==> config.mk <==
export PLATFORM = sky130hd
export DESIGN_NAME = fetch_sequencer
export DESIGN_NICKNAME = d
export VERILOG_FILES = /design/src/rtl/fetch_sequencer.sv
export SDC_FILE = /design/constraint.sdc
export NUM_CORES = 1
export LEC_CHECK = 0
export CAP_MARGIN = 20
export CORE_MARGIN = 5
export CORE_UTILIZATION = 25
export DETAILED_ROUTE_END_ITERATION = 12
export GPL_TIMING_DRIVEN = 0
export PLACE_DENSITY = 0.47
export SLEW_MARGIN = 20
export SYNTH_ARGS = -nofsm -noshare
export SYNTH_HDL_FRONTEND = slang
export SYNTH_SLANG_ARGS = --single-unit
==> constraint.sdc <==
create_clock -name clk -period 4.85 [get_ports clk]
set_input_delay 0.7275 -clock clk [delete_from_list [all_inputs] [get_ports clk]]
set_output_delay 0.7275 -clock clk [all_outputs]
set_load 0.01 [all_outputs]
==> src/rtl/fetch_sequencer.sv <==
// fetch_sequencer: instruction-fetch controller owning the PC and the IF/ID
// register, with static predict-taken branches, decode redirects, hazard
// stalls and a halt freeze.
// Optional macro FETCH_PERF_EN adds perf_fetch / perf_miss event counters.
module fetch_sequencer #(
  parameter logic [31:0] RESET_PC = 32'h0000_0000
) (
  input  logic        clk,
  input  logic        reset,
  input  logic        stall,
  input  logic        miss,
  input  logic [31:0] rpc,
  input  logic        halt,
  input  logic [31:0] imem_instr,
  output logic [31:0] pc,
  output logic [31:0] if_instr,
  output logic [31:0] if_pc,
  output logic        if_valid,
`ifdef FETCH_PERF_EN
  output logic [31:0] perf_fetch,
  output logic [31:0] perf_miss,
`endif
  output logic        halted
);

  typedef enum logic {
    RUN    = 1'b0,
    HALTED = 1'b1
  } state_t;

  localparam logic [5:0] OP_J   = 6'b000010;
  localparam logic [5:0] OP_JAL = 6'b000011;
  localparam logic [5:0] OP_BEQ = 6'b000100;
  localparam logic [5:0] OP_BNE = 6'b000101;

  state_t      state_q, state_d;
  logic [31:0] pc_q, pc_d;
  logic [31:0] if_instr_q, if_instr_d;
  logic [31:0] if_pc_q, if_pc_d;
  logic        if_valid_q, if_valid_d;
  logic [31:0] pc4;
  logic [31:0] pred_pc;
  logic        do_fetch;
  logic        do_miss;

  // Static prediction: conditional branches taken, jumps to their target.
  always_comb begin
    pc4     = pc_q + 32'd4;
    pred_pc = pc4;
    case (imem_instr[31:26])
      OP_BEQ, OP_BNE: pred_pc = pc4 + {{14{imem_instr[15]}}, imem_instr[15:0], 2'b00};
      OP_J, OP_JAL:   pred_pc = {pc4[31:28], imem_instr[25:0], 2'b00};
      default:        pred_pc = pc4;
    endcase
  end

  // Next-state and register updates: halt > miss > stall > fetch.
  always_comb begin
    state_d    = state_q;
    pc_d       = pc_q;
    if_instr_d = if_instr_q;
    if_pc_d    = if_pc_q;
    if_valid_d = if_valid_q;
    do_fetch   = 1'b0;
    do_miss    = 1'b0;
    case (state_q)
      RUN: begin
        if (halt) begin
          state_d    = HALTED;
          if_valid_d = 1'b0;
        end else if (miss) begin
          pc_d       = rpc;
          if_valid_d = 1'b0;
          do_miss    = 1'b1;
        end else if (!stall) begin
          if_instr_d = imem_instr;
          if_pc_d    = pc_q;
          if_valid_d = 1'b1;
          pc_d       = pred_pc;
          do_fetch   = 1'b1;
        end
      end
      HALTED: begin
        if_valid_d = 1'b0;
      end
      default: begin
        state_d = RUN;
      end
    endcase
  end

  // State and pipeline registers with synchronous reset.
  always_ff @(posedge clk) begin
    if (reset) begin
      state_q    <= RUN;
      pc_q       <= RESET_PC;
      if_instr_q <= '0;
      if_pc_q    <= '0;
      if_valid_q <= 1'b0;
    end else begin
      state_q    <= state_d;
      pc_q       <= pc_d;
      if_instr_q <= if_instr_d;
      if_pc_q    <= if_pc_d;
      if_valid_q <= if_valid_d;
    end
  end

  assign pc       = pc_q;
  assign if_instr = if_instr_q;
  assign if_pc    = if_pc_q;
  assign if_valid = if_valid_q;
  assign halted   = (state_q == HALTED);

`ifdef FETCH_PERF_EN
  logic [31:0] perf_fetch_q, perf_fetch_d;
  logic [31:0] perf_miss_q, perf_miss_d;

  // Event counters for normal fetches and accepted redirects.
  always_comb begin
    perf_fetch_d = perf_fetch_q + {31'd0, do_fetch};
    perf_miss_d  = perf_miss_q + {31'd0, do_miss};
  end

  // Counter registers.
  always_ff @(posedge clk) begin
    if (reset) begin
      perf_fetch_q <= '0;
      perf_miss_q  <= '0;
    end else begin
      perf_fetch_q <= perf_fetch_d;
      perf_miss_q  <= perf_miss_d;
    end
  end

  assign perf_fetch = perf_fetch_q;
  assign perf_miss  = perf_miss_q;
`else
  logic unused_ok;
  assign unused_ok = do_fetch ^ do_miss;
`endif

endmodule

run_1/m1.png
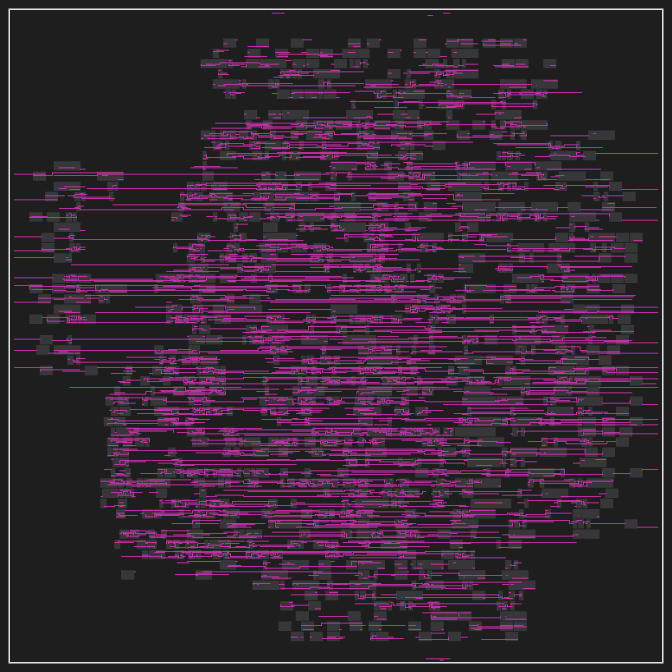
The layer holds 50% of the routed length. The longest straight run is 66.7 microns. The layer carries 14800 microns of wire.

run_1/m2.png
Scale bar: 50 microns.
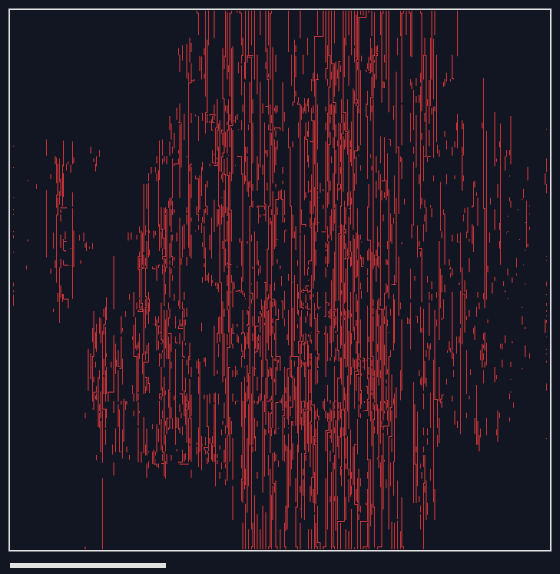
The longest straight run is 59.5 microns. The wires run mostly vertical.
Post-Route WL: 29.7 mm
GR Layer Usage met2: 0.277

run_1/m3.png
Scale bar: 50 microns.
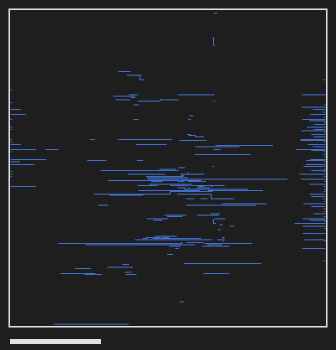
156 nets have wire on it. The layer holds 6.6% of the routed length. The layer carries 1960 microns of wire. The wires run mostly horizontal.
met3 usage: 0.0356
via count: 7327

run_1/m4.png
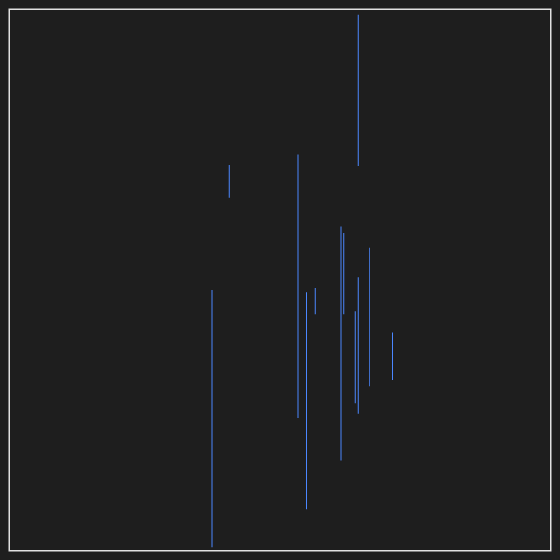
The wires run mostly vertical. The layer carries 535 microns of wire. 10 nets have wire on it.

==> deck_impl_summary.md, run 1 <==
Implementation Results

Logic synthesis
  • Yosys xor share: 0.0604
  • Syn Inst Count: approximately 900
  • Net count after synthesis: ~1000
  • Post-synth area from yosys stat: 0.00667 sq mm
  • Cell area leaders: dfxtp_1, nand2_1, a21oi_1

STA
  • FMAX: roughly 0.23 GHz
  • Final setup viols: 0
  • Setup TNS: 0 ns

Setup path
  • Crit path cell chain: and4_1, buf_4, nand3_1, nor2_1, xor2_1, ha_1, and2_1, nand3_1, a2111oi_0, o21ai_0, nand3_1, xor2_1, a221oi_1, nor3_1
  • WS Path Type: register to register
  • Worst r2r dst: pc[24]
  • R2R Path Start: pc[4]
  • Critical path startpoint category: register

Global routing
  • Number of global-route vias before repair: ~6800
  • Top Usage Layer GRT: met1
  • Total track usage: 0.188

Clock tree
  • Post-CTS Hold Buffers: 0
  • H-tree levels: 3
  • Worst-Skew Late Latency: between 0.3 and 0.4 ns

Layout
  • Comb area: 0.00440 sq mm
  • Fill cells: between 2000 and 3000
  • Syn-to-layout area delta: 36.2%

Placement
  • Worst slack at placement: around 0.38 ns
  • Placer Congestion: approximately 0.90

Min path
  • Worst Hold End: if_pc[0]
  • Class of the worst hold path: register to register

Detailed routing
  • Antenna-violating nets left: 0
  • First-pass DRT Iterations: 5

Power
  • Peak supply drop: 0.000141 V
  • Sw frac: 0.324
  • Cell Pwr Density: between 200 and 250 mW/mm^2

Status
  • Status: complete, no violations
==> run 1: layout make-up <==
type,count,share of cell area
Tap cell,335,0.0461
Multi-Input combinational cell,727,0.484
Sequential cell,98,0.216
Clock inverter,7,0.0125
Inverter,15,0.00620
Clock buffer,9,0.0248
Timing Repair Buffer,165,0.182
Buffer,62,0.0282
Antenna cell,1,0.000275
==> run 1: cells in the mapped netlist, drive strengths merged (6+ instances only) <==
cell	count
nand2	186
a21oi	119
dfxtp	98
nor2	58
clkbuf	46
ha	35
nand3	34
o21ai	31
xnor2	26
xor2	20
a21o	16
and3	16
buf	16
a221oi	15
nor3	15
inv	14
a22oi	12
and2	9
o211ai	9
o22ai	9
a211oi	8
nand4	8
o21a	8
a31oi	7
nand2b	7
a221o	6
and4	6
o221ai	6
==> run 2, diff against run 1 <==
--- a/config.mk
+++ b/config.mk
@@ -5,12 +5,11 @@
 export SDC_FILE = /design/constraint.sdc
 export NUM_CORES = 1
 export LEC_CHECK = 0
-export CAP_MARGIN = 20
+export CAP_MARGIN = 5
 export CORE_MARGIN = 5
 export CORE_UTILIZATION = 25
 export DETAILED_ROUTE_END_ITERATION = 12
 export GPL_TIMING_DRIVEN = 0
-export PLACE_DENSITY = 0.47
 export SLEW_MARGIN = 20
 export SYNTH_ARGS = -nofsm -noshare
 export SYNTH_HDL_FRONTEND = slang
run_2/m1.png
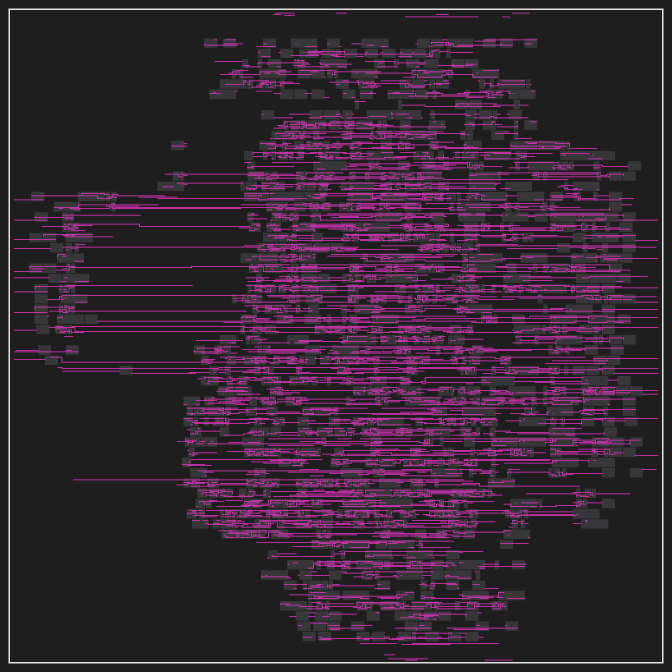
The layer carries 13600 microns of wire. The longest straight run is 65.8 microns.
via count: 7479
Post-Route WL: 28.9 mm
GR Util met1: 0.258

==> deck_impl_summary.md, run 2 <==
Implementation Results

Status
  • Status: complete, no violations

Layout
  • Multi-input comb cells: 727 (unchanged)
  • Non-clock buffer count: 227 (unchanged)
  • Seq area share: 0.217 (+0.000836)
  • Signal buf overhead: 0.211 (+0.000813)
  • Comb area: 0.00440 sq mm (unchanged)
  • Logic share of the area: 0.486 (+0.00187)
  • Clk_buf instances: 9 (unchanged)
  • Number of non-clock inverters: 15 (unchanged)
  • Dominant kind of cell by area: combinational gates
  • Fill cells: 2774 (-2.2%)
  • Clk tree area frac: 0.0339 (-0.00345)

Floorplanning
  • Tapcells: 335 (unchanged)

Power
  • Peak supply drop: 0.000167 V (+18%)

Global routing
  • Met3 usage: 0.0362 (+0.000654)
  • GR Layer Usage met2: 0.273 (-0.00360)
  • Top Usage Layer GRT: met2
  • Total track usage: 0.182 (-0.00632)

Placement
  • Placer Congestion: 0.967 (+7.4%)
  • Worst slack at placement: 0.573 ns (+0.191 ns)

Setup path
  • Critical path startpoint category: register
  • Crit path cell chain: and4_1, buf_4, and3_1, nand4_1, nor2_1, xor2_1, ha_1, buf_2, a21o_1, a21oi_1, o2111a_1, o221ai_1, a21oi_1, a22oi_1, a211oi_2, o22ai_1
  • WS Path Type: register to register

Clock tree
  • Worst-Skew Late Latency: 0.37 ns (about the same)
  • H-tree levels: 3 (unchanged)

STA
  • Setup TNS: 0 ns (unchanged)
  • FMAX: 0.235 GHz (about the same)
  • Final setup viols: 0 (unchanged)

Detailed routing
  • Antenna-violating nets left: 0 (unchanged)
  • First-pass DRT Iterations: 6 (+1)

Logic synthesis
  • Syn Inst Count: 902 (unchanged)
  • Synth cell count leaders: nand2_1, a21oi_1, dfxtp_1
  • Net count after synthesis: 1007 (unchanged)
[run 2: path summary, 6_finish.rpt]
kind | startpoint | endpoint | slack [ns] | depth (start not counted)
worst max-delay path | pc[4] | pc[31] | 0.59 | 16
worst min-delay path | if_instr[23] | if_instr[23] | 0.46 | 2
worst max register to register | pc[4] | pc[31] | 0.59 | 16
worst min register to register | if_instr[23] | if_instr[23] | 0.46 | 2
[run 2: kinds of logic after synthesis]
family | Yosys count | synth area share
mux | 4 | 0.00600
simple gates | 362 | 0.250
xor+xnor | 46 | 0.0604
flops | 98 | 0.294
buf+inv | 77 | 0.0469
fa+ha+maj | 36 | 0.0686
compound gates | 279 | 0.274
[run 2: power breakdown]
group | switching (mW) | internal, mW
Sequential | 0.0341 | 0.834
Combinational | 0.324 | 0.237
Clock | 0.390 | 0.370
Total | 0.748 | 1.44
==> run 3, diff against run 2 <==
==> constraint.sdc (replaced) <==
create_clock -name clk -period 4.85 [get_ports clk]
set_input_delay 0.97 -clock clk [delete_from_list [all_inputs] [get_ports clk]]
set_output_delay 0.97 -clock clk [all_outputs]
set_load 0.01 [all_outputs]
run_3/m4.png
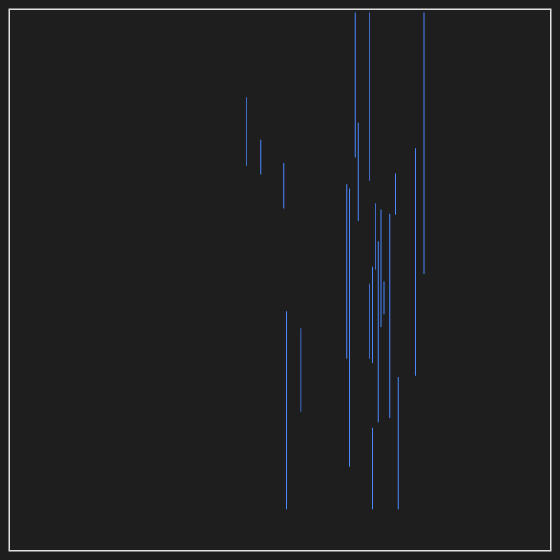
The layer carries 896 microns of wire. The wires run mostly vertical. The longest straight run is 89.1 microns. 20 nets have wire on it. The layer holds 3.1% of the routed length.

==> deck_impl_summary.md, run 3 <==
Implementation Results

Status
  • Status: complete, no violations

Placement
  • Worst slack at placement: 0.330 ns (-0.243 ns)
  • Placer Congestion: 0.967 (unchanged)

Detailed routing
  • First-pass DRT Iterations: 6 (unchanged)
  • Via count: 7479 (unchanged)
  • Post-Route WL: 28.9 mm (unchanged)

Logic synthesis
  • Yosys xor share: 0.0604 (unchanged)
  • MUX share of area: 0.00600 (unchanged)
  • Post-synthesis adder-cell area fraction: 0.0686 (unchanged)

Power
  • Sw frac: 0.342 (unchanged)
  • Seq power: 868 uW (about the same)
  • NetSw: 748 uW (unchanged)
  • Pwr top: registers

Layout
  • Multi-input comb cells: 727 (unchanged)
  • Clk tree area frac: 0.0339 (unchanged)
  • Dominant kind of cell by area: combinational gates
  • Non-clock buffer count: 227 (unchanged)
  • Number of non-clock inverters: 15 (unchanged)

Setup path
  • R2R Path Start: pc[4]
  • Worst r2r dst: pc[31]
  • CP Capture Point: pc[31]

Global routing
  • Met3 usage: 0.0362 (unchanged)

Min path
  • Worst Hold End: if_instr[23]

STA
  • Setup TNS: 0 ns (unchanged)
[run 3: cell counts in the layout (fill, tap and decap cells not counted)]
No cell type changed its count.
[run 3: critical path: stages (launching register included)]
cell	delay, ns
dfxtp_1	0.53
and4_1	0.24
buf_4	0.14
and3_1	0.25
nand4_1	0.20
nor2_1	0.17
xor2_1	0.39
ha_1	0.31
buf_2	0.17
a21o_1	0.19
a21oi_1	0.34
o2111a_1	0.23
o221ai_1	0.29
a21oi_1	0.25
a22oi_1	0.10
a211oi_2	0.25
o22ai_1	0.11
No activity file was given, so power comes from the tool's default toggle rates.
